**Routing congestion**

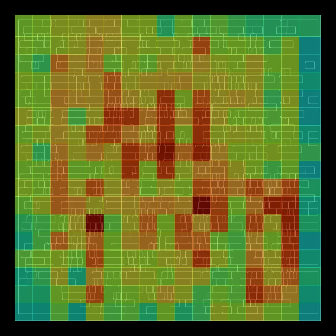
**Cell classes on the final placement**

Drawn at 3 px/µm.
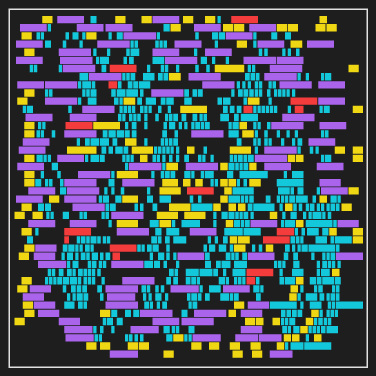
**Zoomed window**

Region (17, 77) to (42, 102) µm. Cells in grey, sequential cells in the stronger grey; small squares are vias.
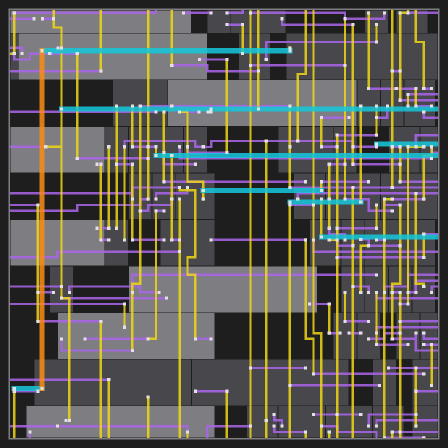
[config.mk]
export PLATFORM = sky130hd
export DESIGN_NAME = seven_seg_capture
export DESIGN_NICKNAME = d
export VERILOG_FILES = /design/src/rtl/seven_seg_pkg.sv /design/src/rtl/seven_seg_cath_decode.sv /design/src/rtl/seven_seg_capture.sv
export SDC_FILE = /design/constraint.sdc
export NUM_CORES = 1
export LEC_CHECK = 0
export ABC_AREA = 1
export CAP_MARGIN = 20
export CORE_UTILIZATION = 42
export CTS_CLUSTER_DIAMETER = 40
export CTS_CLUSTER_SIZE = 24
export DETAILED_ROUTE_END_ITERATION = 10
export GPL_ROUTABILITY_DRIVEN = 0
export HOLD_SLACK_MARGIN = 0.05
export PLACE_DENSITY_LB_ADDON = 0.05
export SLEW_MARGIN = 20
export SYNTH_ARGS = -nofsm -noshare
export SYNTH_HDL_FRONTEND = slang
export SYNTH_SLANG_ARGS = --single-unit
[constraint.sdc]
create_clock -name clk -period 4.34 [get_ports clk]
set_input_delay 0.868 -clock clk [delete_from_list [all_inputs] [get_ports clk]]
set_output_delay 0.868 -clock clk [all_outputs]
set_load 0.02 [all_outputs]
[src/rtl/seven_seg_pkg.sv]
// -----------------------------------------------------------------------------
// seven_seg_pkg
//  Shared definitions for the multiplexed 7-segment bus: geometry of the scan
//  frame, the 16-entry cathode pattern table (same encoding as the seven_seg
//  driver, bit0=a .. bit6=g, active-low), FSM state and anode classification
//  types, and the slot-advance helper.
// -----------------------------------------------------------------------------
package seven_seg_pkg;

   localparam int AN_COUNT   = 8;
   localparam int CATH_COUNT = 7;
   localparam int DIGIT_SIZE = 4;
   localparam int SLOT_W     = $clog2(AN_COUNT);
   localparam int NUM_W      = AN_COUNT * DIGIT_SIZE;

   localparam logic [SLOT_W-1:0] LAST_SLOT = SLOT_W'(AN_COUNT - 1);

   // Index = hex value; entry = cathode pattern {g,f,e,d,c,b,a}, 0 = segment lit.
   localparam logic [CATH_COUNT-1:0] CATH_TABLE [16] = '{
      7'b1000000, 7'b1111001, 7'b0100100, 7'b0110000,
      7'b0011001, 7'b0010010, 7'b0000010, 7'b1111000,
      7'b0000000, 7'b0010000, 7'b0001000, 7'b0000011,
      7'b1000110, 7'b0100001, 7'b0000110, 7'b0001110
   };

   typedef enum logic {SYNC, TRACK} state_t;

   typedef enum logic [1:0] {AN_BLANK, AN_ACTIVE, AN_MULTI} an_class_t;

   // Slot following s in scan order, wrapping after the last slot.
   function automatic logic [SLOT_W-1:0] next_slot(input logic [SLOT_W-1:0] s);
      return (s == LAST_SLOT) ? '0 : s + 1'b1;
   endfunction

endpackage

[src/rtl/seven_seg_cath_decode.sv]
// -----------------------------------------------------------------------------
// seven_seg_cath_decode
//  Combinational reverse lookup of a cathode pattern to its hex nibble.
//  Ports:
//   cath    in   CATH_COUNT   cathode pattern, active-low segments
//   legal   out  1            1 = pattern is one of the 16 hex glyphs
//   nibble  out  DIGIT_SIZE   decoded value (0 when not legal)
// -----------------------------------------------------------------------------
module seven_seg_cath_decode
   import seven_seg_pkg::*;
(
   input  logic [CATH_COUNT-1:0] cath,
   output logic                  legal,
   output logic [DIGIT_SIZE-1:0] nibble
);

   always_comb begin
      legal  = 1'b0;
      nibble = '0;
      for (int i = 0; i < 16; i++) begin
         if (cath == CATH_TABLE[i]) begin
            legal  = 1'b1;
            nibble = DIGIT_SIZE'(i);
         end
      end
   end

endmodule

[src/rtl/seven_seg_capture.sv]
// -----------------------------------------------------------------------------
// seven_seg_capture
//  Receive side of the multiplexed 7-segment bus. Snoops AN/CATH, locks onto
//  the scan phase, decodes each slot back to a nibble and publishes the whole
//  NUMBER word plus blanked-digit mask once per clean scan frame.
//  Ports:
//   clk          in   1        system clock
//   RESET_N      in   1        asynchronous active-low reset
//   CE           in   1        slot strobe, one slot per CE=1 cycle
//   AN           in   AN_COUNT anode bus, active-low one-hot, all-ones = blank
//   CATH         in   7        cathode bus, active-low segments
//   NUMBER_OUT   out  32       last clean frame, digit i at [4i+3:4i]
//   DIGIT_MASK   out  8        1 = slot was blank in last clean frame
//   FRAME_VALID  out  1        pulse when NUMBER_OUT/DIGIT_MASK update
//   FRAME_ERR    out  1        pulse when a frame is discarded
//   LOCKED       out  1        scan phase known
// -----------------------------------------------------------------------------
module seven_seg_capture
   import seven_seg_pkg::*;
(
   input  logic                  clk,
   input  logic                  RESET_N,
   input  logic                  CE,
   input  logic [AN_COUNT-1:0]   AN,
   input  logic [CATH_COUNT-1:0] CATH,
   output logic [NUM_W-1:0]      NUMBER_OUT,
   output logic [AN_COUNT-1:0]   DIGIT_MASK,
   output logic                  FRAME_VALID,
   output logic                  FRAME_ERR,
   output logic                  LOCKED
);

   logic [AN_COUNT-1:0]   an_p1;
   logic [CATH_COUNT-1:0] cath_p1;
   logic                  vld_p1;

   logic                  legal;
   logic [DIGIT_SIZE-1:0] nibble;
   logic [SLOT_W:0]       zero_cnt;
   logic [SLOT_W-1:0]     act_idx;
   an_class_t             an_cls;

   state_t                state;
   logic [SLOT_W-1:0]     slot;
   logic                  frame_ok;
   logic                  partial;
   logic [NUM_W-1:0]      shadow_num_p2;
   logic [AN_COUNT-1:0]   shadow_mask_p2;

   logic                  start;
   logic                  hit;
   logic                  slip;
   logic                  clean;
   logic                  ok_nxt;
   logic                  frame_end;
   logic [SLOT_W-1:0]     slot_nxt;
   logic [NUM_W-1:0]      sh_num_nxt;
   logic [AN_COUNT-1:0]   sh_mask_nxt;
   int                    base;

   // ---- stage 1: register the bus and the slot strobe ----
   always_ff @(posedge clk) begin
      an_p1   <= AN;
      cath_p1 <= CATH;
   end

   always_ff @(posedge clk or negedge RESET_N) begin
      if (!RESET_N) vld_p1 <= 1'b0;
      else          vld_p1 <= CE;
   end

   // ---- stage 2: classify, decode, track phase, accumulate ----
   seven_seg_cath_decode u_decode (
      .cath   (cath_p1),
      .legal  (legal),
      .nibble (nibble)
   );

   always_comb begin
      zero_cnt = '0;
      act_idx  = '0;
      for (int k = 0; k < AN_COUNT; k++) begin
         if (!an_p1[k]) begin
            zero_cnt = zero_cnt + 1'b1;
            act_idx  = SLOT_W'(k);
         end
      end
      if (zero_cnt == '0)                          an_cls = AN_BLANK;
      else if (zero_cnt == {{SLOT_W{1'b0}}, 1'b1}) an_cls = AN_ACTIVE;
      else                                         an_cls = AN_MULTI;
   end

   // Slot 0 opens a fresh frame: the running ok flag and the shadow are
   // reseeded before this slot's own contribution is merged in.
   always_comb begin
      start       = (slot == '0);
      hit         = (an_cls == AN_ACTIVE) && (act_idx == slot);
      slip        = (an_cls == AN_ACTIVE) && (act_idx != slot);
      clean       = (an_cls == AN_BLANK) || (hit && legal);
      ok_nxt      = (start || frame_ok) && clean;
      sh_num_nxt  = start ? '0 : shadow_num_p2;
      sh_mask_nxt = start ? '1 : shadow_mask_p2;
      base        = int'(slot) * DIGIT_SIZE;
      if (an_cls == AN_BLANK) begin
         sh_num_nxt[base +: DIGIT_SIZE] = '0;
         sh_mask_nxt[slot]              = 1'b1;
      end else if (hit && legal) begin
         sh_num_nxt[base +: DIGIT_SIZE] = nibble;
         sh_mask_nxt[slot]              = 1'b0;
      end
      // A slip resyncs to the observed slot; that slot decides frame end.
      slot_nxt  = slip ? next_slot(act_idx) : next_slot(slot);
      frame_end = slip ? (act_idx == LAST_SLOT) : (slot == LAST_SLOT);
   end

   always_ff @(posedge clk) begin
      if (vld_p1 && state == TRACK) begin
         shadow_num_p2  <= sh_num_nxt;
         shadow_mask_p2 <= sh_mask_nxt;
      end
   end

   // partial marks the frame entered mid-way at lock; its end is not an error.
   always_ff @(posedge clk or negedge RESET_N) begin
      if (!RESET_N) begin
         state       <= SYNC;
         slot        <= '0;
         frame_ok    <= 1'b0;
         partial     <= 1'b0;
         NUMBER_OUT  <= '0;
         DIGIT_MASK  <= '1;
         FRAME_VALID <= 1'b0;
         FRAME_ERR   <= 1'b0;
      end else begin
         FRAME_VALID <= 1'b0;
         FRAME_ERR   <= 1'b0;
         if (vld_p1) begin
            case (state)
               SYNC: begin
                  if (an_cls == AN_ACTIVE) begin
                     slot     <= next_slot(act_idx);
                     frame_ok <= 1'b0;
                     partial  <= 1'b1;
                     state    <= TRACK;
                  end
               end
               TRACK: begin
                  slot     <= slot_nxt;
                  frame_ok <= ok_nxt;
                  if (start && !slip) partial <= 1'b0;
                  if (frame_end) begin
                     partial <= 1'b0;
                     if (ok_nxt) begin
                        NUMBER_OUT  <= sh_num_nxt;
                        DIGIT_MASK  <= sh_mask_nxt;
                        FRAME_VALID <= 1'b1;
                     end else if (!partial) begin
                        FRAME_ERR <= 1'b1;
                     end
                  end
               end
               default: state <= SYNC;
            endcase
         end
      end
   end

   assign LOCKED = (state == TRACK);

endmodule
==> out/qor.yml <==
timing:
  min_period_ns: 4.50
  finalSetupViolations: 84
  grt_setup_unrepaired: "true"
  max-slew-margin-rel: 0.391
  hold_viol: 0
  worstMarginPinSlew_ns: 0.914
  setup_ws_ns: -0.157
  clock_skew_ns: 0.00809
setup_path:
  crit_path_frequent_cell: "nand2_4"
  required_ns: 4.59
  cpPeakStageDelay_ns: 0.34
  r2r_start: "an_p1[1]$_DFF_P_"
  end_kind: "flip-flop"
  start_kind: "flip-flop"
  slowest_stage: "dfxtp_2"
  crit_type: "flip-flop to flip-flop"
  r2r_slack_ns: -0.16
pwr:
  p_switching_mw: 1.74
  p_comb_frac: 0.463
  p_sw_frac: 0.404
  leakagePower_nw: 3.66
  pwr-share-seq: 0.350
  pg_seq_mw: 1.51
  power_leader: "combinational cells"
  pg_comb_mw: 1.99
final_layout:
  buffers: 123
  area_delta_synth_final_pct: 36.7
  clkbuf_count: 9
  layout.nets: 896
  sh_comb_area: 0.379
  logic_gates: 549
  drive_above_1_share: 0.236
  final_cell_mix: "241 x nand2_1, 63 x inv_1, 59 x nand3_1, 59 x clkdlybuf4s50_1, 58 x nor2_1"
  num_antenna_cells: 0
  buffer_area_frac: 0.166
  fillers: 1220
  seq_area_um2: 2740
cts:
  cts_setup_buffers: 14
  cts-buffers-inserted: 9
  clock_path_buffers: 2
  clk_pin_slew_worst_paths_ns: 0.07
  cts-hold-fix-buffers: 0
floorplan:
  die-area_um2: 14100
  die_x_um: 119
  nWellTaps: 176
synthesis:
  ys_sh_aoi: 0.0563
  edf_count: 40
  floorplan.nets: 782
  yosys.area.top_type_share: 0.210
  synthAdderAreaFrac: 0.0284
  ys_area_um2: 5730
  ys_seq_frac: 0.478
  ys.flops: 104
  async_reset_ff_frac: 0.471
  syn_inst: 751
  topCellsByArea: "edfxtp_1 21%, nand2_1 19%, dfrtp_1 18%, nand3_1 5.4%, dfxtp_1 5.2%"
  ys_warn_count: 0
  yosys.area_share.simple: 0.359
  avgSynthCellArea_um2: 7.63
  mux_share: 0
  largest_area_cell: "edfxtp_1"
run_status:
  violations: "negative setup slack"
  status: "complete, but fails checks"
grt:
  grt_pass1_wl_um: 24600
min_path:
  hold-path-cell-count: 2
  hold_end: "DIGIT_MASK[0]$_DFFE_PN1P_"
  hold_path_class: "flip-flop to flip-flop"
routing:
  drt_pre_antenna_iters: 5
  via_per_inst: 4.94
  routed_wirelength_um: 15000
  ant_nets: 0
Notes on 'routing congestion' above:
met2 usage: 0.364
Final Core Density: 0.589
all-layer global routing usage: 0.221
busiest grt layer: met2
Wirelength per Cell: 14.3 µm

Notes on 'cell classes on the final placement' above:
class	colour	cells	share of their area
combinational and other logic	cyan	627	43%
sequential cells	purple	104	36%
clock drivers and dummy loads	red	16	3.8%
remaining buffers and delay cells	yellow	123	17%
CORE AREA: 13,300 µm²
final instance area: 7830 µm²
row cnt: 42
flop share of the area: 0.350

Notes on 'zoomed window' above:
layer	colour
metal 3	cyan
metal 2	yellow
metal 4	orange
metal 1	purple
most frequent	nand2_1 (12), nand3_1 (7), edfxtp_1 (6)
netlist names of flops here include	shadow_num_p2 (6), NUMBER_OUT (1)
sequential cells in the window	7
cells with their middle in the window	49

-- synthesized netlist by cell type, types with 4 or more instances --
| master | instances |
|---|---|
| dfrtp_1 | 41 |
| edfxtp_1 | 40 |
| o21ai_1 | 13 |
| inv_2 | 7 |
| nor3_1 | 20 |
| clkbuf_1 | 6 |
| buf_4 | 6 |
| nand2_2 | 6 |
| nand2_1 | 291 |
| dfstp_2 | 8 |
| o21ai_0 | 25 |
| inv_1 | 69 |
| a21oi_1 | 6 |
| nor2_1 | 61 |
| buf_6 | 4 |
| nand3_1 | 62 |
| ha_1 | 13 |
| dfxtp_1 | 15 |
| buf_2 | 5 |
| nand4_1 | 14 |
-- state kept, by name (all words and copies together) (netlist names) --
name	count
slot	3
frame_ok	1
shadow_num_p2	32
FRAME_ERR	1
partial	1
cath_p1	7
DIGIT_MASK	8
vld_p1	1
shadow_mask_p2	8
NUMBER_OUT	32
an_p1	8
FRAME_VALID	1
LOCKED	1
-- metrics by stage --
| stage | setup TNS (ns) | setup WS (ns) | cells |
|---|---|---|---|
| 2_1_floorplan | 0 | 0.00505 | 751 |
| 5_1_grt | -25.08 | -0.362 | 1046 |
| 4_1_cts | -2.98 | -0.105 | 1035 |
| 3_5_place_dp | -19.66 | -0.300 | 1001 |
| 3_3_place_gp | -8.74 | -0.181 | 1001 |
| 6_report | -8.49 | -0.157 | 1046 |
-- per-layer routing --
| layer | routed length (µm) | GRT usage |
|---|---|---|
| met5 | 0 | 0 |
| met4 | 201 | 0.0752 |
| met3 | 515 | 0.0372 |
| met2 | 7110 | 0.364 |
| met1 | 7170 | 0.295 |
-- tightest hold or removal path: cells and delay by family, from the launching register on --
family | cells | cell delay [ns]
simple gates | 2 | 0.09
flops | 1 | 0.37
No activity file was given, so power comes from the tool's default toggle rates.
